File: src/rtl/id_ex_stage_if.sv
// Bundle of ID-stage operands/control, forwarding sources and EX-stage outputs
// exchanged with the ID/EX pipeline register.
interface id_ex_stage_if #(
  parameter int W  = 32,
  parameter int RA = 5
);
  logic          hold;
  logic          flush;
  logic [W-1:0]  id_rs_data;
  logic [W-1:0]  id_rt_data;
  logic [W-1:0]  id_imm;
  logic [RA-1:0] id_rs;
  logic [RA-1:0] id_rt;
  logic [RA-1:0] id_rd;
  logic [5:0]    id_funct;
  logic [1:0]    id_aluop;
  logic          id_alusrc;
  logic          id_regdst;
  logic          id_memread;
  logic          id_memwrite;
  logic          id_regwrite;
  logic          id_memtoreg;
  logic          exmem_regwrite;
  logic [RA-1:0] exmem_rd;
  logic [W-1:0]  exmem_result;
  logic          memwb_regwrite;
  logic [RA-1:0] memwb_rd;
  logic [W-1:0]  memwb_result;
  logic [W-1:0]  ex_a;
  logic [W-1:0]  ex_b;
  logic [2:0]    ex_sel;
  logic [W-1:0]  ex_store_data;
  logic [RA-1:0] ex_wreg;
  logic          ex_memread;
  logic          ex_memwrite;
  logic          ex_regwrite;
  logic          ex_memtoreg;
  logic          ex_illegal;
  logic          stall_id;

  modport master (
    output hold, flush, id_rs_data, id_rt_data, id_imm, id_rs, id_rt, id_rd,
           id_funct, id_aluop, id_alusrc, id_regdst, id_memread, id_memwrite,
           id_regwrite, id_memtoreg, exmem_regwrite, exmem_rd, exmem_result,
           memwb_regwrite, memwb_rd, memwb_result,
    input  ex_a, ex_b, ex_sel, ex_store_data, ex_wreg, ex_memread, ex_memwrite,
           ex_regwrite, ex_memtoreg, ex_illegal, stall_id
  );

  modport slave (
    input  hold, flush, id_rs_data, id_rt_data, id_imm, id_rs, id_rt, id_rd,
           id_funct, id_aluop, id_alusrc, id_regdst, id_memread, id_memwrite,
           id_regwrite, id_memtoreg, exmem_regwrite, exmem_rd, exmem_result,
           memwb_regwrite, memwb_rd, memwb_result,
    output ex_a, ex_b, ex_sel, ex_store_data, ex_wreg, ex_memread, ex_memwrite,
           ex_regwrite, ex_memtoreg, ex_illegal, stall_id
  );
endinterface

File: src/rtl/id_ex_stage.sv
// ID/EX pipeline register: ALU-select decode at capture, EX/MEM and MEM/WB
// operand forwarding on the stored operands, and load-use stall generation.
module id_ex_stage #(
  parameter int W  = 32,
  parameter int RA = 5
) (
  input logic         clk,
  input logic         reset,
  id_ex_stage_if.slave bus
);
  logic [W-1:0]  rs_data_q, rt_data_q, imm_q;
  logic [RA-1:0] rs_q, rt_q, wreg_q;
  logic [2:0]    sel_q;
  logic          alusrc_q, memread_q, memwrite_q, regwrite_q, memtoreg_q, illegal_q;

  logic [2:0]    dec_sel;
  logic          dec_illegal;
  logic          load_use;
  logic [W-1:0]  fwd_rs, fwd_rt;

  always_comb begin
    dec_sel     = 3'b010;
    dec_illegal = 1'b0;
    case (bus.id_aluop)
      2'b00: dec_sel = 3'b010;
      2'b01: dec_sel = 3'b110;
      2'b11: dec_sel = 3'b001;
      default: begin
        case (bus.id_funct)
          6'b100100: dec_sel = 3'b000;
          6'b100101: dec_sel = 3'b001;
          6'b100000: dec_sel = 3'b010;
          6'b100010: dec_sel = 3'b110;
          6'b101010: dec_sel = 3'b111;
          default: begin
            dec_sel     = 3'b010;
            dec_illegal = 1'b1;
          end
        endcase
      end
    endcase
  end

  // Conservative: rt is compared even when the ID op only reads rs.
  assign load_use = memread_q && (wreg_q != '0) &&
                    ((wreg_q == bus.id_rs) || (wreg_q == bus.id_rt));
  assign bus.stall_id = load_use && !bus.hold && !bus.flush;

  // A flush coinciding with load-use still costs only one bubble.
  always_ff @(posedge clk or negedge reset) begin
    if (!reset) begin
      rs_data_q  <= '0;
      rt_data_q  <= '0;
      imm_q      <= '0;
      rs_q       <= '0;
      rt_q       <= '0;
      wreg_q     <= '0;
      sel_q      <= '0;
      alusrc_q   <= 1'b0;
      memread_q  <= 1'b0;
      memwrite_q <= 1'b0;
      regwrite_q <= 1'b0;
      memtoreg_q <= 1'b0;
      illegal_q  <= 1'b0;
    end else if (!bus.hold) begin
      if (bus.flush || load_use) begin
        rs_data_q  <= '0;
        rt_data_q  <= '0;
        imm_q      <= '0;
        rs_q       <= '0;
        rt_q       <= '0;
        wreg_q     <= '0;
        sel_q      <= '0;
        alusrc_q   <= 1'b0;
        memread_q  <= 1'b0;
        memwrite_q <= 1'b0;
        regwrite_q <= 1'b0;
        memtoreg_q <= 1'b0;
        illegal_q  <= 1'b0;
      end else begin
        rs_data_q  <= bus.id_rs_data;
        rt_data_q  <= bus.id_rt_data;
        imm_q      <= bus.id_imm;
        rs_q       <= bus.id_rs;
        rt_q       <= bus.id_rt;
        wreg_q     <= bus.id_regdst ? bus.id_rd : bus.id_rt;
        sel_q      <= dec_sel;
        alusrc_q   <= bus.id_alusrc;
        memread_q  <= bus.id_memread;
        memwrite_q <= bus.id_memwrite;
        regwrite_q <= bus.id_regwrite && !dec_illegal;
        memtoreg_q <= bus.id_memtoreg;
        illegal_q  <= dec_illegal;
      end
    end
  end

  // EX/MEM is the younger result, so it wins over MEM/WB.
  always_comb begin
    fwd_rs = rs_data_q;
    if (bus.exmem_regwrite && (bus.exmem_rd != '0) && (bus.exmem_rd == rs_q))
      fwd_rs = bus.exmem_result;
    else if (bus.memwb_regwrite && (bus.memwb_rd != '0) && (bus.memwb_rd == rs_q))
      fwd_rs = bus.memwb_result;
  end

  always_comb begin
    fwd_rt = rt_data_q;
    if (bus.exmem_regwrite && (bus.exmem_rd != '0) && (bus.exmem_rd == rt_q))
      fwd_rt = bus.exmem_result;
    else if (bus.memwb_regwrite && (bus.memwb_rd != '0) && (bus.memwb_rd == rt_q))
      fwd_rt = bus.memwb_result;
  end

  assign bus.ex_a          = fwd_rs;
  assign bus.ex_b          = alusrc_q ? imm_q : fwd_rt;
  assign bus.ex_store_data = fwd_rt;
  assign bus.ex_sel        = sel_q;
  assign bus.ex_wreg       = wreg_q;
  assign bus.ex_memread    = memread_q;
  assign bus.ex_memwrite   = memwrite_q;
  assign bus.ex_regwrite   = regwrite_q;
  assign bus.ex_memtoreg   = memtoreg_q;
  assign bus.ex_illegal    = illegal_q;
endmodule

File: src/flat_wrapper.sv
// flat-port wrapper written by rule: the top's interface ports become plain ports
module id_ex_stage_flat 
#(
  parameter int W  = 32,
  parameter int RA = 5
)
  (clk, reset, bus_hold, bus_flush, bus_id_rs_data, bus_id_rt_data, bus_id_imm, bus_id_rs, bus_id_rt, bus_id_rd, bus_id_funct, bus_id_aluop, bus_id_alusrc, bus_id_regdst, bus_id_memread, bus_id_memwrite, bus_id_regwrite, bus_id_memtoreg, bus_exmem_regwrite, bus_exmem_rd, bus_exmem_result, bus_memwb_regwrite, bus_memwb_rd, bus_memwb_result, bus_ex_a, bus_ex_b, bus_ex_sel, bus_ex_store_data, bus_ex_wreg, bus_ex_memread, bus_ex_memwrite, bus_ex_regwrite, bus_ex_memtoreg, bus_ex_illegal, bus_stall_id);
  id_ex_stage_if #(.W(W), .RA(RA)) bus_i ();
  input logic clk;
  input logic reset;
  input wire logic [$bits(bus_i.hold)-1:0] bus_hold;
  input wire logic [$bits(bus_i.flush)-1:0] bus_flush;
  input wire logic [$bits(bus_i.id_rs_data)-1:0] bus_id_rs_data;
  input wire logic [$bits(bus_i.id_rt_data)-1:0] bus_id_rt_data;
  input wire logic [$bits(bus_i.id_imm)-1:0] bus_id_imm;
  input wire logic [$bits(bus_i.id_rs)-1:0] bus_id_rs;
  input wire logic [$bits(bus_i.id_rt)-1:0] bus_id_rt;
  input wire logic [$bits(bus_i.id_rd)-1:0] bus_id_rd;
  input wire logic [$bits(bus_i.id_funct)-1:0] bus_id_funct;
  input wire logic [$bits(bus_i.id_aluop)-1:0] bus_id_aluop;
  input wire logic [$bits(bus_i.id_alusrc)-1:0] bus_id_alusrc;
  input wire logic [$bits(bus_i.id_regdst)-1:0] bus_id_regdst;
  input wire logic [$bits(bus_i.id_memread)-1:0] bus_id_memread;
  input wire logic [$bits(bus_i.id_memwrite)-1:0] bus_id_memwrite;
  input wire logic [$bits(bus_i.id_regwrite)-1:0] bus_id_regwrite;
  input wire logic [$bits(bus_i.id_memtoreg)-1:0] bus_id_memtoreg;
  input wire logic [$bits(bus_i.exmem_regwrite)-1:0] bus_exmem_regwrite;
  input wire logic [$bits(bus_i.exmem_rd)-1:0] bus_exmem_rd;
  input wire logic [$bits(bus_i.exmem_result)-1:0] bus_exmem_result;
  input wire logic [$bits(bus_i.memwb_regwrite)-1:0] bus_memwb_regwrite;
  input wire logic [$bits(bus_i.memwb_rd)-1:0] bus_memwb_rd;
  input wire logic [$bits(bus_i.memwb_result)-1:0] bus_memwb_result;
  output wire logic [$bits(bus_i.ex_a)-1:0] bus_ex_a;
  output wire logic [$bits(bus_i.ex_b)-1:0] bus_ex_b;
  output wire logic [$bits(bus_i.ex_sel)-1:0] bus_ex_sel;
  output wire logic [$bits(bus_i.ex_store_data)-1:0] bus_ex_store_data;
  output wire logic [$bits(bus_i.ex_wreg)-1:0] bus_ex_wreg;
  output wire logic [$bits(bus_i.ex_memread)-1:0] bus_ex_memread;
  output wire logic [$bits(bus_i.ex_memwrite)-1:0] bus_ex_memwrite;
  output wire logic [$bits(bus_i.ex_regwrite)-1:0] bus_ex_regwrite;
  output wire logic [$bits(bus_i.ex_memtoreg)-1:0] bus_ex_memtoreg;
  output wire logic [$bits(bus_i.ex_illegal)-1:0] bus_ex_illegal;
  output wire logic [$bits(bus_i.stall_id)-1:0] bus_stall_id;
  assign bus_i.hold = bus_hold;
  assign bus_i.flush = bus_flush;
  assign bus_i.id_rs_data = bus_id_rs_data;
  assign bus_i.id_rt_data = bus_id_rt_data;
  assign bus_i.id_imm = bus_id_imm;
  assign bus_i.id_rs = bus_id_rs;
  assign bus_i.id_rt = bus_id_rt;
  assign bus_i.id_rd = bus_id_rd;
  assign bus_i.id_funct = bus_id_funct;
  assign bus_i.id_aluop = bus_id_aluop;
  assign bus_i.id_alusrc = bus_id_alusrc;
  assign bus_i.id_regdst = bus_id_regdst;
  assign bus_i.id_memread = bus_id_memread;
  assign bus_i.id_memwrite = bus_id_memwrite;
  assign bus_i.id_regwrite = bus_id_regwrite;
  assign bus_i.id_memtoreg = bus_id_memtoreg;
  assign bus_i.exmem_regwrite = bus_exmem_regwrite;
  assign bus_i.exmem_rd = bus_exmem_rd;
  assign bus_i.exmem_result = bus_exmem_result;
  assign bus_i.memwb_regwrite = bus_memwb_regwrite;
  assign bus_i.memwb_rd = bus_memwb_rd;
  assign bus_i.memwb_result = bus_memwb_result;
  assign bus_ex_a = bus_i.ex_a;
  assign bus_ex_b = bus_i.ex_b;
  assign bus_ex_sel = bus_i.ex_sel;
  assign bus_ex_store_data = bus_i.ex_store_data;
  assign bus_ex_wreg = bus_i.ex_wreg;
  assign bus_ex_memread = bus_i.ex_memread;
  assign bus_ex_memwrite = bus_i.ex_memwrite;
  assign bus_ex_regwrite = bus_i.ex_regwrite;
  assign bus_ex_memtoreg = bus_i.ex_memtoreg;
  assign bus_ex_illegal = bus_i.ex_illegal;
  assign bus_stall_id = bus_i.stall_id;
  id_ex_stage #(.W(W), .RA(RA)) u_core (.clk(clk), .reset(reset), .bus(bus_i));
endmodule
File: config.mk
export PLATFORM = sky130hd
export DESIGN_NAME = id_ex_stage_flat
export DESIGN_NICKNAME = d
export VERILOG_FILES = /design/src/rtl/id_ex_stage_if.sv /design/src/rtl/id_ex_stage.sv /design/src/flat_wrapper.sv
export SDC_FILE = /design/constraint.sdc
export NUM_CORES = 1
export LEC_CHECK = 0
export ABC_CLOCK_PERIOD_IN_PS = 2600
export CORE_MARGIN = 5
export CORE_UTILIZATION = 42
export CTS_CLUSTER_SIZE = 20
export DETAILED_ROUTE_END_ITERATION = 8
export GPL_ROUTABILITY_DRIVEN = 0
export PLACE_DENSITY = 0.81
export REMOVE_ABC_BUFFERS = 1
export SETUP_SLACK_MARGIN = 0.05
export SYNTH_ARGS = -nofsm -noshare
export SYNTH_HDL_FRONTEND = slang
export SYNTH_SLANG_ARGS = --single-unit
File: constraint.sdc
create_clock -name clk -period 2.6 [get_ports clk]
set_input_delay 0.52 -clock clk [delete_from_list [all_inputs] [get_ports clk]]
set_output_delay 0.52 -clock clk [all_outputs]
set_load 0.01 [all_outputs]
**Run 1: PDN straps and rails**

Bar = 50 µm. Pins as bars on the die edge.
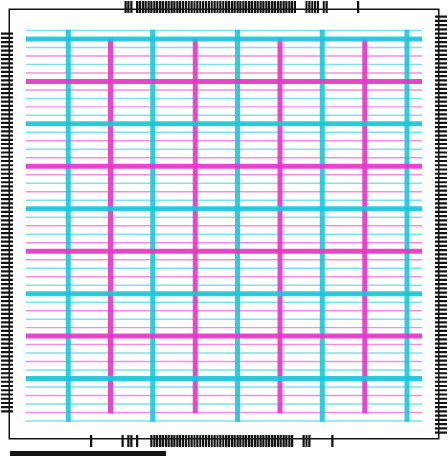
[VSS] cyan
[VDD] magenta
met5 straps: 9
rows: 46
met4 straps: 9
met1 rails: 47
signal pins: 315

**Run 1: placed cells, one color a class**

Bar = 50 µm.
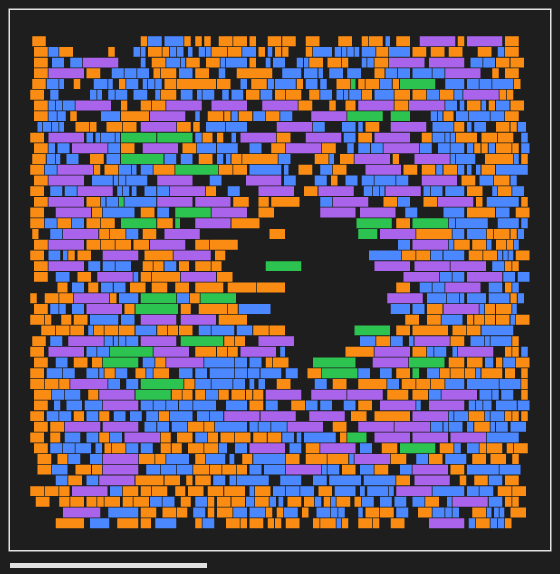
[flops] purple | cells: 120 | share of their area: 24%
[all other logic] blue | cells: 485 | share of their area: 34%
[clock drivers and dummy loads] green | cells: 31 | share of their area: 5.6%
[other buffers and delay cells] orange | cells: 477 | share of their area: 36%
CORE AREA: 15890 µm²
final instance area: 12680 µm²
Final Core Density: 79.83%
Seq/total area: 23.72%
cell row count: 46

==> impl_metrics.ini, run 1 <==
; physical design summary
[yosys]
numSynthFlops = 120
syn_area_per_cell_um2 = 10.21
xor_share_pct = 3.872
area_leaders = dfrtp_1, a22o_1, mux2i_1
synth.yosys.warnings = 0
yosys_area_um2 = 6787
simple_gate_share_pct = 8.407
largest_area_cell = dfrtp_1
postSynthSeqShare_pct = 44.25
ys_sh_aoi_pct = 25.70

[setup_path]
ff2ff_setup_slack_ns = 0.25
cp_common_cell = buf_4
reg2reg_to = u_core.rt_data_q[2]
crit_family = buffers and inverters
end_kind = output pin
cp_num_cells = 9
crit_required_ns = 2.08
crit_path_cell_trace = xor2_1 > nor3_2 > buf_4 > nand4_4 > buf_4 > clkbuf_16 > mux2i_4 > a221oi_2 > buf_2
cp_max_fo = 4

[cts]
postCtsSetupRepairBufs = 61
tritoncts = done

[global_routing]
grt_overflow = 0
grt_pass1_vias = 7814
gr-max-usage-layer = met2
grt_start_max_net_pins = 78
antenna_found_initial = 1

[layout]
largest_class = buffers
fillerInstances = 906
layout_top_cells = clkdlybuf4s50_1, a22o_1, dfrtp_1
comb_area_um2 = 4088
mostFrequentLayoutCell = clkdlybuf4s50_1

[power]
intPower_mw = 4.961
ir_drop_mv = 0.4543
power_frac_seq_pct = 32.0
comb_power_share_pct = 26.7
p_switching_mw = 1.793

[drt]
drtAntennaViolNets = 0
vias = 7796
top_layer = met5
wl_per_cell_um = 23.88
met2WireLength_um = 15200
wl_met3_um = 3318
viasPerCell = 5.866

[floorplanning]
dieArea_um2 = 18800
die_width_um = 137.1
ios = 315

[timing]
tightest_slew_ns = 0.8690
finalSetupViolations = 96
hold_slack_ns = 0.05167
setup_ws_ns = -0.4567
min_period_ns = 3.057

[placed_design]
placed_cells = 1215
port_buffers = 314

[worst_hold_path]
hold_path_class = in2async

[outcome]
status = finished with violations
violations = setup timing
**Run 1: clock network drawn from the DEF**

Bar = 50 µm.
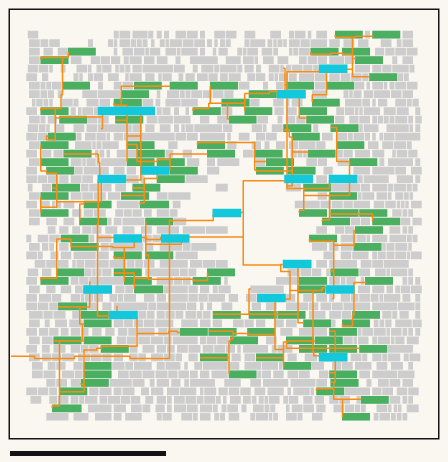
[flip-flops] green | count: 120
[cells driving clock nets] cyan | count: 17
[clock wires] orange | length: 1610 µm
flops lie: all over the die
Clock Skews: 0.008261 ns
Late-Pin Clk Latency: 0.41 ns
clock power share: 41.3%
P_clk: 2.79 mW

**Run 1: signal wires by layer**

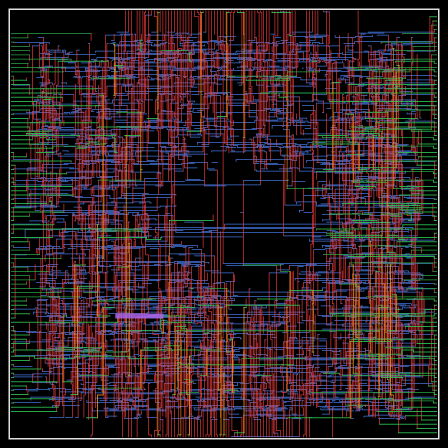
[met4] orange | wire length: 1580 µm
[met3] green | wire length: 3320 µm
[met5] purple | wire length: 13.8 µm
[met1] blue | wire length: 11600 µm
[met2] red | wire length: 15200 µm

## Run 2: what changed since run 1
--- a/config.mk
+++ b/config.mk
@@ -11,8 +11,8 @@
 export CTS_CLUSTER_SIZE = 20
 export DETAILED_ROUTE_END_ITERATION = 8
 export GPL_ROUTABILITY_DRIVEN = 0
+export GPL_TIMING_DRIVEN = 0
 export PLACE_DENSITY = 0.81
-export REMOVE_ABC_BUFFERS = 1
 export SETUP_SLACK_MARGIN = 0.05
 export SYNTH_ARGS = -nofsm -noshare
 export SYNTH_HDL_FRONTEND = slang
**Run 2: placed cells, one color a class**

Bar = 50 µm.
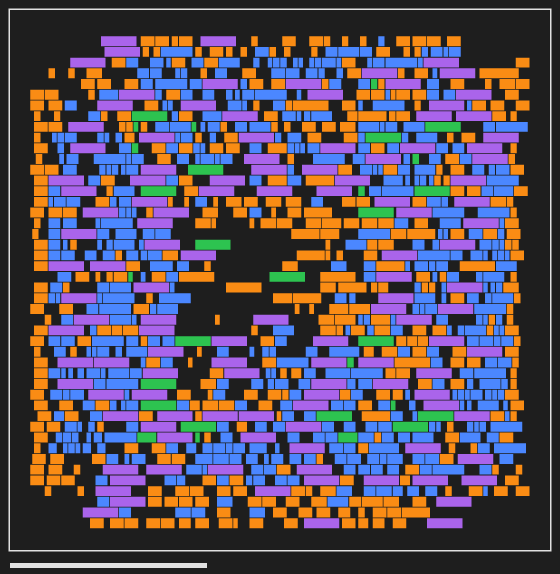
[all other logic] blue | cells: 485 | share of their area: 36%
[other buffers and delay cells] orange | cells: 407 | share of their area: 33%
[flops] purple | cells: 120 | share of their area: 26%
[clock drivers and dummy loads] green | cells: 29 | share of their area: 4.4%
final instance area: 11610 µm²
Final Core Density: 73.06%
Seq/total area: 25.87%

==> run 2 against run 1 <==
Against the previous run:
- global-route usage rose by 2.3 points
- cell count fell by 5.3%
- highest routed layer is now met4
- worst hold slack improved by 0.45 ns
- the run still ends with setup timing left
- sequential power barely moved
- first-iteration DRC count rose by 33%
- largest cell class is now multi-input combinational cells
- fmax rose by 0.93%
- clock skew rose by 0.00050 ns
- sequential share of layout area rose by 2.2 points
- worst setup slack improved by 0.028 ns
- via count fell by 3.7%
- register-to-register slack improved by 0.16 ns
==> impl_metrics.ini, run 2 <==
; physical design summary
[power]
p_switching_mw = 1.772
ir_drop_mv = 0.4479
power_frac_seq_pct = 36.3
powerClk_mw = 2.06
clockPowerShare_pct = 34.8
comb_power_share_pct = 28.9

[drt]
top_layer = met4
viasPerCell = 5.965
wl_per_cell_um = 24.97
drt-initial-drc-count = 656
wl_met3_um = 2909
vias = 7504
drtAntennaViolNets = 0

[floorplanning]
core-area_um2 = 15890
dieArea_um2 = 18800
std_cell_rows = 46
ios = 315
die_width_um = 137.1

[setup_path]
cp_max_fo = 7
reg2reg_to = u_core.rs_data_q[24]
r2r_start = u_core.bus.ex_wreg[3]
cp_num_cells = 8
crit_family = buffers and inverters
crit_required_ns = 2.08

[layout]
comb_area_um2 = 4005
buf_share_pct = 31.89
layout_top_cells = clkdlybuf4s50_1, dfrtp_1, a22o_1
mostFrequentLayoutCell = clkdlybuf4s50_1
n_antenna_cell = 1
largest_class = multi-input combinational cells

[cts]
clock_path_buffers = 2
tritoncts = done
postCtsSetupRepairBufs = 24
clkLatencyLatePin_ns = 0.41

[global_routing]
grt_pass1_vias = 8029
grt_overflow = 0
gr-max-usage-layer = met2
antenna_found_initial = 1

[yosys]
yosys_area_um2 = 6787
simple_gate_share_pct = 8.407
largest_area_cell = dfrtp_1
synth.yosys.warnings = 0
area_leaders = dfrtp_1, a22o_1, mux2i_1
xor_share_pct = 3.872
ys_sh_aoi_pct = 25.70
numSynthFlops = 120
syn_area_per_cell_um2 = 10.21

[timing]
slew_violations = 0
tightest_slew_ns = 0.8420
setup_ws_ns = -0.4285
min_period_ns = 3.028
hold_slack_ns = 0.4981
fin_crit_sh_pct = 116.5
finalSetupViolations = 96
hold_viol_final = 0

[outcome]
status = finished with violations
violations = setup timing

[placed_design]
placed_cells = 1195
port_buffers = 313

[worst_hold_path]
hold_path_class = reg2reg
**Run 2: signal wires by layer**

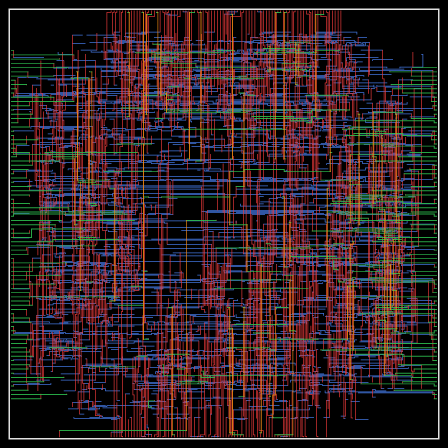
[met4] orange | wire length: 1690 µm
[met3] green | wire length: 2910 µm
[met1] blue | wire length: 11700 µm
[met2] red | wire length: 15100 µm

Power figures rest on the tool's default switching activity, not on a simulated workload.
